$ cat config.mk
export PLATFORM = sky130hd
export DESIGN_NAME = sc_io_port_unit_flat
export DESIGN_NICKNAME = d
export VERILOG_FILES = /design/src/rtl/sc_io_port_unit_if.sv /design/src/rtl/sc_io_port_unit.sv /design/src/flat_wrapper.sv
export SDC_FILE = /design/constraint.sdc
export NUM_CORES = 1
export LEC_CHECK = 0
export ABC_AREA = 1
export CAP_MARGIN = 20
export CELL_PAD_IN_SITES_DETAIL_PLACEMENT = 1
export CELL_PAD_IN_SITES_GLOBAL_PLACEMENT = 1
export CORE_MARGIN = 2
export CORE_UTILIZATION = 39
export DETAILED_ROUTE_END_ITERATION = 8
export GPL_TIMING_DRIVEN = 0
export PLACE_DENSITY_LB_ADDON = 0.1
export SYNTH_ARGS = -nofsm -noshare
export SYNTH_HDL_FRONTEND = slang
export SYNTH_SLANG_ARGS = --single-unit
$ cat constraint.sdc
create_clock -name clock -period 2 [get_ports clock]
set_clock_uncertainty 0.1 [all_clocks]
set_input_delay 0.4 -clock clock [delete_from_list [all_inputs] [get_ports clock]]
set_output_delay 0.4 -clock clock [all_outputs]
set_load 0.03 [all_outputs]
$ cat src/rtl/sc_io_port_unit_if.sv
// CPU-side load/store bus of the I/O responder.
interface sc_io_port_unit_if;
  logic [31:0] io_addr;
  logic [31:0] io_wdata;
  logic        io_we;
  logic        io_re;
  logic [31:0] io_rdata;
  logic        io_rvalid;

  modport master (output io_addr, io_wdata, io_we, io_re, input io_rdata, io_rvalid);
  modport slave  (input io_addr, io_wdata, io_we, io_re, output io_rdata, io_rvalid);
endinterface

$ cat src/rtl/sc_io_port_unit.sv
// Memory-mapped I/O responder: OUT0..2 registers, synchronised IN0/1, sticky change STATUS + IRQ.
// Optional input debouncer enabled by defining IO_DEBOUNCE_EN.
module sc_io_port_unit #(
  parameter logic [23:0] IO_BASE    = 24'hFFFFFF,
  parameter int          OUT_W      = 5,
  parameter int          DEB_CYCLES = 16
) (
  input  logic                clock,
  input  logic                reset,
  sc_io_port_unit_if.slave    bus,
  output logic                io_irq,
  input  logic [31:0]         in_port0,
  input  logic [31:0]         in_port1,
  output logic [OUT_W-1:0]    out_port0,
  output logic [OUT_W-1:0]    out_port1,
  output logic [OUT_W-1:0]    out_port2
);
  logic [1:0][31:0]      s1_q, s1_d, s2_q, s2_d, in_q, in_d;
  logic [2:0][OUT_W-1:0] out_q, out_d;
  logic [1:0]            mask_q, mask_d, status_q, status_d, chg;
  logic [31:0]           rdata_q, rdata_d, rd_mux;
  logic                  rvalid_q, rvalid_d, irq_q, irq_d;
  logic                  sel, wr, rd;
  logic [5:0]            off;
  logic                  unused_bits;

  assign sel = (bus.io_addr[31:8] == IO_BASE);
  assign off = bus.io_addr[7:2];
  assign wr  = sel & bus.io_we;
  assign rd  = sel & bus.io_re;
  assign unused_bits = ^{bus.io_addr[1:0], bus.io_wdata[31:OUT_W]};

`ifdef IO_DEBOUNCE_EN
  localparam int CW = $clog2(DEB_CYCLES + 1);
  logic [1:0][31:0]   last_q, last_d;
  logic [1:0][CW-1:0] cnt_q, cnt_d;

  // A port is accepted only after sync2 has held still for DEB_CYCLES edges.
  always_comb begin
    last_d = s2_q;
    cnt_d  = cnt_q;
    in_d   = in_q;
    for (int i = 0; i < 2; i++) begin
      if (s2_q[i] != last_q[i])             cnt_d[i] = '0;
      else if (cnt_q[i] != CW'(DEB_CYCLES)) cnt_d[i] = cnt_q[i] + 1'b1;
      if (cnt_q[i] == CW'(DEB_CYCLES))      in_d[i]  = s2_q[i];
    end
  end

  always_ff @(posedge clock) begin
    if (reset) begin
      last_q <= '0;
      cnt_q  <= '0;
    end else begin
      last_q <= last_d;
      cnt_q  <= cnt_d;
    end
  end
`else
  assign in_d = s2_q;
`endif

  always_comb begin
    s1_d = {in_port1, in_port0};
    s2_d = s1_q;
    for (int i = 0; i < 2; i++) chg[i] = (in_d[i] != in_q[i]);

    rd_mux = '0;
    case (off)
      6'd0: rd_mux = in_q[0];
      6'd1: rd_mux = in_q[1];
      6'd2: rd_mux = {30'b0, status_q};
      6'd3: rd_mux = {30'b0, mask_q};
      6'd4: rd_mux = 32'(out_q[0]);
      6'd5: rd_mux = 32'(out_q[1]);
      6'd6: rd_mux = 32'(out_q[2]);
      default: rd_mux = '0;
    endcase
    rdata_d  = rd ? rd_mux : '0;
    rvalid_d = rd;

    // Clear-on-read uses the pre-clear value above; a same-edge set wins.
    status_d = ((rd && off == 6'd2) ? 2'b00 : status_q) | chg;

    mask_d = mask_q;
    out_d  = out_q;
    if (wr) begin
      case (off)
        6'd3: mask_d   = bus.io_wdata[1:0];
        6'd4: out_d[0] = bus.io_wdata[OUT_W-1:0];
        6'd5: out_d[1] = bus.io_wdata[OUT_W-1:0];
        6'd6: out_d[2] = bus.io_wdata[OUT_W-1:0];
        default: ;
      endcase
    end
    irq_d = |(status_q & mask_q);
  end

  always_ff @(posedge clock) begin
    if (reset) begin
      s1_q     <= '0;
      s2_q     <= '0;
      in_q     <= '0;
      out_q    <= '0;
      mask_q   <= '0;
      status_q <= '0;
      rdata_q  <= '0;
      rvalid_q <= 1'b0;
      irq_q    <= 1'b0;
    end else begin
      s1_q     <= s1_d;
      s2_q     <= s2_d;
      in_q     <= in_d;
      out_q    <= out_d;
      mask_q   <= mask_d;
      status_q <= status_d;
      rdata_q  <= rdata_d;
      rvalid_q <= rvalid_d;
      irq_q    <= irq_d;
    end
  end

  assign bus.io_rdata  = rdata_q;
  assign bus.io_rvalid = rvalid_q;
  assign io_irq        = irq_q;
  assign out_port0     = out_q[0];
  assign out_port1     = out_q[1];
  assign out_port2     = out_q[2];
endmodule

$ cat src/flat_wrapper.sv
// flat-port wrapper written by rule: the top's interface ports become plain ports
module sc_io_port_unit_flat 
#(
  parameter logic [23:0] IO_BASE    = 24'hFFFFFF,
  parameter int          OUT_W      = 5,
  parameter int          DEB_CYCLES = 16
)
  (clock, reset, io_irq, in_port0, in_port1, out_port0, out_port1, out_port2, bus_io_addr, bus_io_wdata, bus_io_we, bus_io_re, bus_io_rdata, bus_io_rvalid);
  sc_io_port_unit_if bus_i ();
  input  logic clock;
  input  logic reset;
  output logic io_irq;
  input  logic [31:0] in_port0;
  input  logic [31:0] in_port1;
  output logic [OUT_W-1:0] out_port0;
  output logic [OUT_W-1:0] out_port1;
  output logic [OUT_W-1:0] out_port2;
  input wire logic [$bits(bus_i.io_addr)-1:0] bus_io_addr;
  input wire logic [$bits(bus_i.io_wdata)-1:0] bus_io_wdata;
  input wire logic [$bits(bus_i.io_we)-1:0] bus_io_we;
  input wire logic [$bits(bus_i.io_re)-1:0] bus_io_re;
  output wire logic [$bits(bus_i.io_rdata)-1:0] bus_io_rdata;
  output wire logic [$bits(bus_i.io_rvalid)-1:0] bus_io_rvalid;
  assign bus_i.io_addr = bus_io_addr;
  assign bus_i.io_wdata = bus_io_wdata;
  assign bus_i.io_we = bus_io_we;
  assign bus_i.io_re = bus_io_re;
  assign bus_io_rdata = bus_i.io_rdata;
  assign bus_io_rvalid = bus_i.io_rvalid;
  sc_io_port_unit #(.IO_BASE(IO_BASE), .OUT_W(OUT_W), .DEB_CYCLES(DEB_CYCLES)) u_core (.clock(clock), .reset(reset), .bus(bus_i), .io_irq(io_irq), .in_port0(in_port0), .in_port1(in_port1), .out_port0(out_port0), .out_port1(out_port1), .out_port2(out_port2));
endmodule
==> flow_metrics.tcl, run 1 <==
# place-and-route summary
set metrics [dict create \
    min_period_ps 1820 \
    top_power_group "the clock network" \
    power.internal_uw 8510 \
    clock_power_share_pct 47.0 \
    start_point_of_the_worst_min_delay_path "in_port1[19]" \
    met3RoutedLength_um 1090 \
    worstPathMaxFanout 3 \
    cap_viol_max_count 0 \
    rrSetupSlack_ps 580 \
    clock_buffer_count 38 \
    worst_ep_arrival_time_ps 1320 \
    post_route_cells_drive_above_1_share_pct 5.23 \
    summed_negative_setup_slack_over_all_endpoints_ps 0 \
    ant_nets 0 \
    place_worst_setup_slack_ps -545 \
    grt_pass1_wl_um 37200 \
    cts.path.max_buffers 3 \
    synth-compound-area-share_pct 2.93 \
    multiInputCombCellCount 646 \
    synth.top_cells.by_area "sky130_fd_sc_hd__dfxtp_1, sky130_fd_sc_hd__nor2_1, sky130_fd_sc_hd__inv_1" \
    cts_tree "done" \
    worst_hold_slack_ps 283 \
    power_switching_share_pct 21.9 \
    simple_gate_share_pct 27.6 \
    worst_r2r_path_depth 9 \
    crit_path_max_incr_delay_ps 420 \
    layout.cells.most_common_list "sky130_fd_sc_hd__nor2_1, sky130_fd_sc_hd__inv_1, sky130_fd_sc_hd__nand2_1" \
    yosys.area_share.adder_pct 0 \
    remaining_drc_errors 0 \
    place.detailed.hpwl_um 16400 \
    power_density_over_cell_area_nw_per_um2 941 \
    syn2layout_area_growth_pct 31.0 \
    grt_start_max_net_pins 14 \
    ctsResizeCount 51 \
    drt-vias-per-instance 4.39 \
    globalRoute.busiestLayer "met2" \
    fp-row-count 55 \
    synthDominantCellAreaShare_pct 55.5 \
    final-clk-cell-share_pct 8.08 \
    critical_path.endpoint "out_port0[1]" \
    logic_area_um2 2750 \
    detail_route.first_pass.iterations 4 \
    regToRegStartpoint "u_core.in_q[53]" \
    vias_in_the_first_global_route 7721 \
    hold_buffers 0 \
    finish.cell_count_without_fillers 1682 \
    final_area_um2 11600 \
    antenna_cells 0 \
    layout.non_clock_buffers 182 \
    number_of_design_rule_violations_left_by_the_first_detailed_router_iteration 214 \
    final_setup_margin_ps 176 \
    clock_sink_count 245 \
    synth.yosys.warnings 0 \
    synthFlopType "sky130_fd_sc_hd__dfxtp_1" \
    cts_made_buffers 27 \
    timing.critical_path.required_ps 1500 \
    routabilityCongestion 0.816 \
    chip_area_um2 23900 \
    synthCells 1198 \
    power.total_uw 10900 \
    pg_comb_uw 659 \
    muxShareOfSynthArea_pct 0 \
    lay_top_count "sky130_fd_sc_hd__nor2_1" \
    fin_crit_sh_pct 91.2 \
    nFlopsAndLatches 245 \
    setup-violations-final 0 \
    hold_crit_endpoint "u_core.s1_q[51]" \
    die-width_um 155 \
    yosys.stat.seqShare_pct 55.5 \
    run_status "complete, no violations" \
    synth_flops 245 \
    min_delay_path_depth 3 \
    synth.lib_cells_used.distinct 30 \
    flop_area_um2 4900 \
    report.final.slew_viol_count 0 \
    boundaryPins 181 \
    post_cts_buffers 0 \
    top_logic_kind "simple AND/OR/NAND/NOR gates" \
    most_common_cell "sky130_fd_sc_hd__nor2_1" \
    enable_flop_cells 0 \
    m1WireLength_um 9830 \
    worst-slew-pin-transition_ps 617 \
    vdd_drop_max_mv 0.528 \
    buffer_area_share_pct 13.8 \
    cp_num_buf_inv 1 \
    timing.hold.worst.class "in2reg" \
    synth.cells.most_frequent "sky130_fd_sc_hd__nor2_1, sky130_fd_sc_hd__inv_1, sky130_fd_sc_hd__nand2_1, sky130_fd_sc_hd__dfxtp_1, sky130_fd_sc_hd__a22oi_1" \
    clkSlewWorstSetupHoldPaths_ps 60 \
    worst_setup_path_end_kind "primary output" \
    synthDominantAreaCellType "sky130_fd_sc_hd__dfxtp_1" \
    cp_slowest_cell "sky130_fd_sc_hd__dlygate4sd2_1" \
    comb_area_share_pct 23.8 \
    design.final.nets 1509 \
    syn_area_um2 8840 \
    dpl.cell_count 1633 \
    pwr.group.clock_uw 5120 \
    cts.root.buffer_cell "sky130_fd_sc_hd__clkbuf_16" \
    synth_nets 1330 \
    rsz_0062_raised_after_global_routing "false" \
    initial_antenna_violation_count 0 \
    power_switching_uw 2390 \
    clock_tree.htree_level_count 1 \
    clk_latency_ps 530 \
    crit_cells 1 \
    setup.worst_path.class "reg2out" \
    fmax_ghz 0.548 \
    non_clock_inverter_count 275 \
    timing_hold_violations_final 0 \
    synth-xor-area-share_pct 0.595 \
    async_flop_share_pct 0 \
    die_span_y_um 155 \
    stage_log_warnings 55 \
    synth.yosys.chip_area_um2 8840 \
    floorplan.initialDensity_pct 39.4 \
    slew_headroom_pct 58.9 \
    power.leakage_uw 0.00556 \
    worst_r2r_endpoint "u_core.status_q[1]" \
    comb_power_share_pct 6.1 \
]
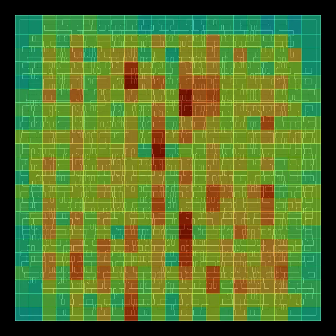
(run_1/congestion.png)
met2 capacity usage during global routing: 35.6%
Util after Layout: 51.6%

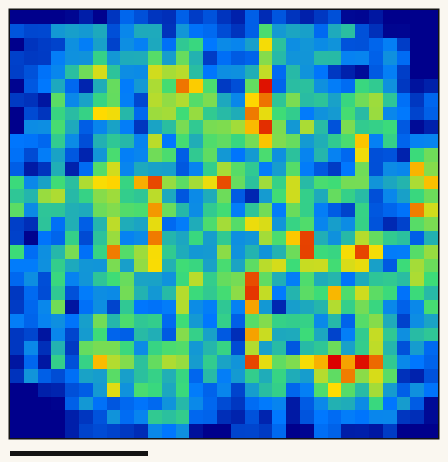
(run_1/metal_density.png)
Scale bar: 50 um. The die is cut into 31 by 31 equal tiles; dark blue is low, red is high, scaled to the fullest tile. Values are wire area over tile area, all layers added.
- fullest tile: 0.41
- mean over tiles: 0.15
- tiles over half the peak: 25%
total routing usage reported by global routing: 19.3%
via count: 7392
Detailed Route WL: 22400 um
detailed-route wire length per cell: 13.3 um

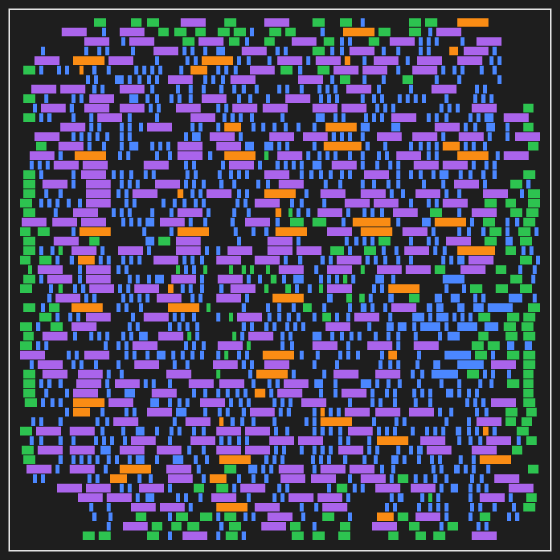
(run_1/placement_by_type.png)
- purple: sequential cells (cells 245; share of their area 44%)
- orange: clock drivers and dummy loads (cells 49; share of their area 8.3%)
- green: remaining buffers and delay cells (cells 182; share of their area 14%)
- blue: combinational and other logic (cells 921; share of their area 34%)
share of the final layout cell area in sequential cells: 42.4%
core footprint: 22400 um^2

==> run 2: changes to the inputs <==
--- a/config.mk
+++ b/config.mk
@@ -13,5 +13,4 @@
 export CORE_UTILIZATION = 39
 export DETAILED_ROUTE_END_ITERATION = 8
-export GPL_TIMING_DRIVEN = 0
 export PLACE_DENSITY_LB_ADDON = 0.1
 export SYNTH_ARGS = -nofsm -noshare
--- a/constraint.sdc
+++ b/constraint.sdc
@@ -3,3 +3,3 @@
 set_input_delay 0.4 -clock clock [delete_from_list [all_inputs] [get_ports clock]]
 set_output_delay 0.4 -clock clock [all_outputs]
-set_load 0.03 [all_outputs]
+set_load 0.1 [all_outputs]
==> flow_metrics.tcl, run 2 <==
# place-and-route summary
set metrics [dict create \
    run_status "complete, no violations" \
    grt_start_max_net_pins 80 \
    layout.non_clock_buffers 174 \
    synth.cells.most_frequent "sky130_fd_sc_hd__nor2_1, sky130_fd_sc_hd__inv_1, sky130_fd_sc_hd__nand2_1, sky130_fd_sc_hd__dfxtp_1, sky130_fd_sc_hd__a22oi_1" \
    final-clk-cell-share_pct 7.54 \
    synth.lib_cells_used.distinct 30 \
    power_switching_share_pct 21.7 \
    core_region_area_um2 22400 \
    drt-vias-per-instance 4.36 \
    synthFlopType "sky130_fd_sc_hd__dfxtp_1" \
    power.internal_uw 8370 \
    flop_area_um2 4900 \
    crit_cells 1 \
    cts_tree "done" \
    synth_nets 1330 \
    hold_buffers 0 \
    cts.root.buffer_cell "sky130_fd_sc_hd__clkbuf_16" \
    non_clock_inverter_count 275 \
    layout.cells.most_common_list "sky130_fd_sc_hd__nor2_1, sky130_fd_sc_hd__inv_1, sky130_fd_sc_hd__nand2_1" \
    async_flop_share_pct 0 \
    detail_route.first_pass.iterations 4 \
    crit_path_max_incr_delay_ps 350 \
    cp_num_buf_inv 1 \
    clk_latency_ps 510 \
    stage_log_warnings 55 \
    yosys.area_share.adder_pct 0 \
    clock_buffer_count 37 \
    setup-violations-final 0 \
    synth.yosys.warnings 0 \
    met3RoutedLength_um 957 \
    place_worst_setup_slack_ps -79.7 \
    number_of_design_rule_violations_left_by_the_first_detailed_router_iteration 229 \
    post_route_cells_drive_above_1_share_pct 9.52 \
    muxShareOfSynthArea_pct 0 \
    timing.hold.worst.class "in2reg" \
    pwr.group.clock_uw 4940 \
    worst_r2r_path_depth 9 \
    vias_in_the_first_global_route 7475 \
    globalRoute.busiestLayer "met2" \
    final_setup_margin_ps 332 \
    comb_power_share_pct 6.1 \
    setup.worst_path.class "reg2out" \
    synth-compound-area-share_pct 2.93 \
    logic_area_um2 2760 \
    boundaryPins 181 \
    slew_headroom_pct 75.8 \
    worst_hold_slack_ps 81.9 \
    min_period_ps 1670 \
    dpl.cell_count 1625 \
    worst_setup_path_end_kind "primary output" \
    antenna_cells 0 \
    worstPathMaxFanout 1 \
    worst_ep_arrival_time_ps 1170 \
    synthDominantAreaCellType "sky130_fd_sc_hd__dfxtp_1" \
    power_switching_uw 2320 \
    comb_area_share_pct 23.4 \
    start_point_of_the_worst_min_delay_path "reset" \
    most_common_cell "sky130_fd_sc_hd__nor2_1" \
    yosys.stat.seqShare_pct 55.5 \
    initial_antenna_violation_count 1 \
    min_delay_path_depth 2 \
    ant_nets 0 \
    clock_tree.htree_level_count 1 \
    rsz_0062_raised_after_global_routing "false" \
    routedWlPerCell_um 12.4 \
    syn_area_um2 8840 \
    cts_made_buffers 27 \
    fmax_ghz 0.600 \
    die_span_y_um 155 \
    power.total_uw 10700 \
    top_power_group "sequential cells" \
    floorplan.initialDensity_pct 39.4 \
]
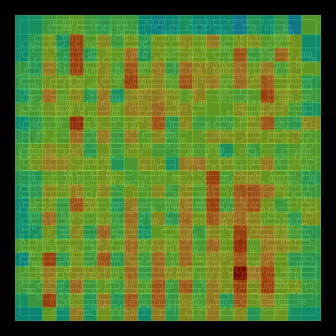
(run_2/congestion.png)
Util after Layout: 52.6%
met2 capacity usage during global routing: 31.5%

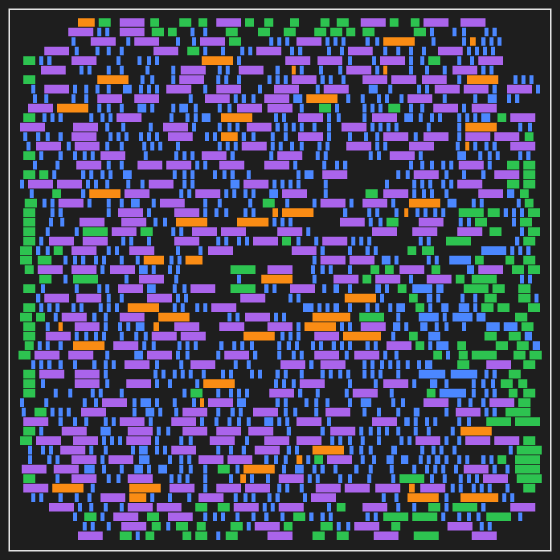
(run_2/placement_by_type.png)
- green: remaining buffers and delay cells (cells 174; share of their area 16%)
- orange: clock drivers and dummy loads (cells 47; share of their area 7.8%)
- purple: sequential cells (cells 245; share of their area 43%)
- blue: combinational and other logic (cells 921; share of their area 33%)
Post-Layout Inst Area: 11800 um^2
count of standard-cell rows: 55
share of the final layout cell area in sequential cells: 41.6%

==> run 3: changes to the inputs <==
Settings changed: CORE_UTILIZATION 39 to 33.
Clock period 2 ns to 1.4 ns, I/O delays scaled along.
==> flow_metrics.tcl, run 3 <==
# place-and-route summary
set metrics [dict create \
    fin_crit_sh_pct 104 \
    rrSetupSlack_ps 50 \
    worst-slew-pin-transition_ps 366 \
    hold_buffers 0 \
    detail_route.first_pass.iterations 4 \
    pg_comb_uw 1000 \
    comb_area_share_pct 22.5 \
    hold_crit_endpoint "u_core.bus.io_rvalid" \
    worst_r2r_endpoint "u_core.status_q[0]" \
    synthDominantCellAreaShare_pct 55.5 \
    m1WireLength_um 10300 \
    seq-cell-share_pct 38.7 \
    critical_path.endpoint "bus_io_rdata[17]" \
    place.detailed.hpwl_um 15600 \
    cap_viol_max_count 0 \
    grt_pass1_wl_um 37600 \
    synthFlopType "sky130_fd_sc_hd__dfxtp_1" \
    power_switching_uw 3470 \
    grt_start_max_net_pins 81 \
    post_route_cells_drive_above_1_share_pct 20.7 \
    async_flop_share_pct 0 \
    synth-xor-area-share_pct 0.595 \
    nFlopsAndLatches 245 \
    setup-violations-final 50 \
    synthDominantAreaCellType "sky130_fd_sc_hd__dfxtp_1" \
    synth.lib_cells_used.distinct 30 \
    min_period_ps 1460 \
    synth.top_cells.by_area "sky130_fd_sc_hd__dfxtp_1, sky130_fd_sc_hd__nor2_1, sky130_fd_sc_hd__inv_1" \
    multiInputCombCellCount 649 \
    flop_area_um2 5050 \
    finish.cell_count_without_fillers 1766 \
    routabilityCongestion 0.738 \
    die_span_y_um 168 \
    pwr.group.clock_uw 7690 \
    design.final.nets 1543 \
    lay_top_count "sky130_fd_sc_hd__nor2_1" \
    enable_flop_cells 0 \
    cts.path.max_buffers 3 \
    syn2layout_area_growth_pct 47.7 \
    totalWireLength_um 22800 \
    worst_setup_path_end_kind "primary output" \
    vdd_drop_max_mv 0.729 \
    boundaryPins 181 \
    clk_latency_ps 540 \
    clock_power_share_pct 48.2 \
    cts_made_buffers 28 \
    synth_nets 1330 \
    layout.cells.most_common_list "sky130_fd_sc_hd__nor2_1, sky130_fd_sc_hd__inv_1, sky130_fd_sc_hd__nand2_1" \
    met3RoutedLength_um 933 \
    cts.root.buffer_cell "sky130_fd_sc_hd__clkbuf_16" \
    synth.yosys.chip_area_um2 8840 \
    clkSlewWorstSetupHoldPaths_ps 60 \
    antenna_cells 0 \
    place_worst_setup_slack_ps -633 \
    drt-vias-per-instance 4.29 \
    timing_hold_violations_final 0 \
    summed_negative_setup_slack_over_all_endpoints_ps -1760 \
    initial_antenna_violation_count 0 \
    synth_flops 245 \
    run_status "finished, violations left" \
    remaining_drc_errors 0 \
    ant_nets 0 \
    stage_log_warnings 58 \
    worst_r2r_path_depth 7 \
    post_cts_buffers 18 \
    synth-compound-area-share_pct 2.93 \
    clock_sink_count 245 \
    yosys.stat.seqShare_pct 55.5 \
    cts_tree "done" \
    top_power_group "the clock network" \
    detailroute.via_count 7580 \
    ctsResizeCount 102 \
    report.final.slew_viol_count 0 \
    crit_path_max_incr_delay_ps 370 \
    power.total_uw 16000 \
    final_setup_margin_ps -57.4 \
    final_area_um2 13100 \
    cp_slowest_cell "sky130_fd_sc_hd__dfxtp_4" \
    rsz_0062_raised_after_global_routing "true" \
    worst_ep_arrival_time_ps 1080 \
    yosys.area_share.adder_pct 0 \
    start_point_of_the_worst_min_delay_path "reset" \
    comb_power_share_pct 6.3 \
    timing.critical_path.required_ps 1020 \
    clock_buffer_count 38 \
    syn_area_um2 8840 \
    final-clk-cell-share_pct 7.56 \
    worst_hold_slack_ps 79.7 \
    number_of_design_rule_violations_left_by_the_first_detailed_router_iteration 278 \
    power.internal_uw 12500 \
    min_delay_path_depth 3 \
    crit_cells 1 \
    violated_checks "setup timing" \
    synth.cells.most_frequent "sky130_fd_sc_hd__nor2_1, sky130_fd_sc_hd__inv_1, sky130_fd_sc_hd__nand2_1, sky130_fd_sc_hd__dfxtp_1, sky130_fd_sc_hd__a22oi_1" \
    timing.hold.worst.class "in2reg" \
    worstPathMaxFanout 1 \
    top_logic_kind "simple AND/OR/NAND/NOR gates" \
    dpl.cell_count 1688 \
    layout.non_clock_buffers 212 \
    vias_in_the_first_global_route 7791 \
    regToRegStartpoint "u_core.in_q[11]" \
]
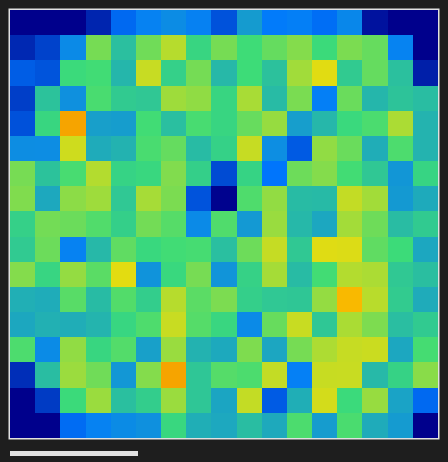
(run_3/cell_density.png)
Scale bar: 50 um. The die is cut into 17 by 17 equal tiles; dark blue is low, red is high, 0 to 100% covered.
- fullest tile: 81%
- mean over tiles: 45%
- emptiest ninth of the die: upper left
core footprint: 26200 um^2
floorplan utilization: 33.7%
Util after Layout: 49.8%

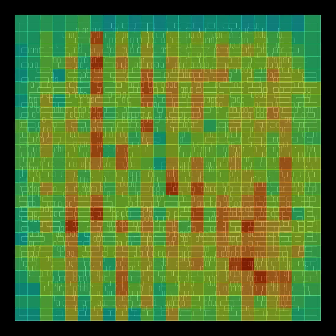
(run_3/congestion.png)
met1 usage: 20.6%
detailed-route wire length per cell: 12.9 um
met2 capacity usage during global routing: 28.9%
global routing usage on met3: 2.74%
total routing usage reported by global routing: 16.3%


==> gallery <==
Sizing map.
Plate I
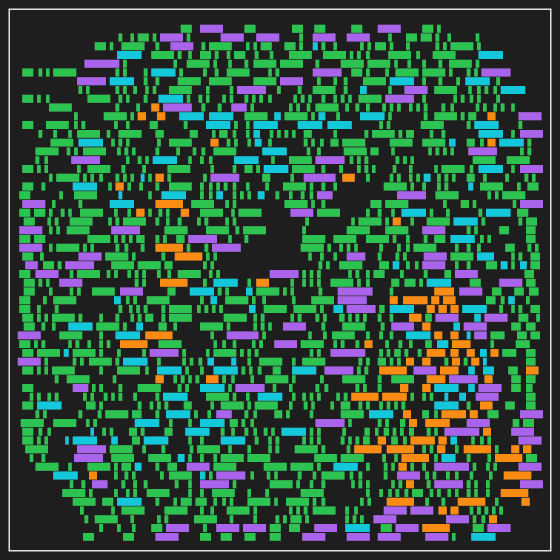
Plate II
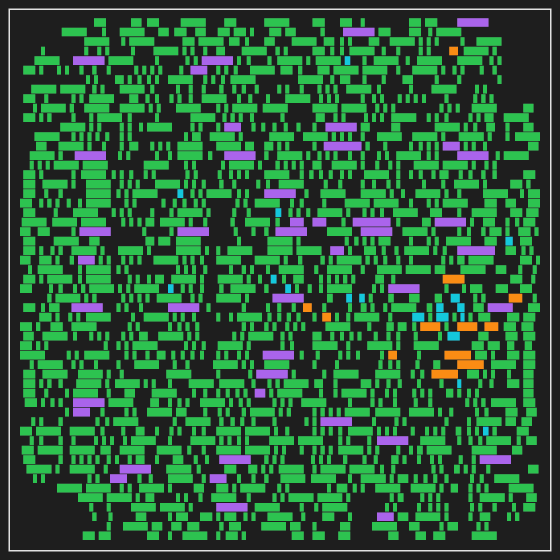
Plate III
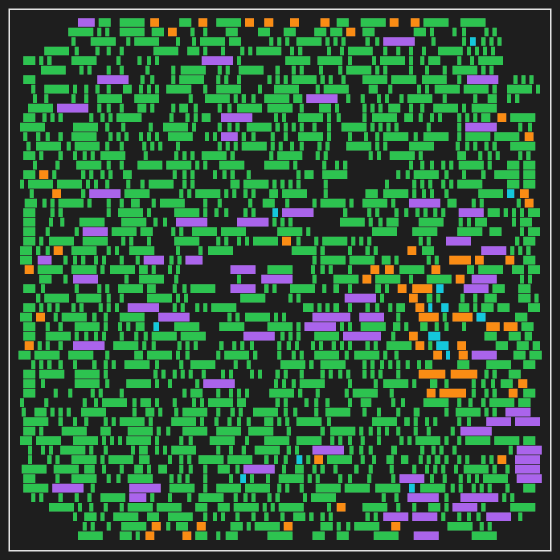
Plate II -> run 1
Plate I -> run 3
Plate III -> run 2

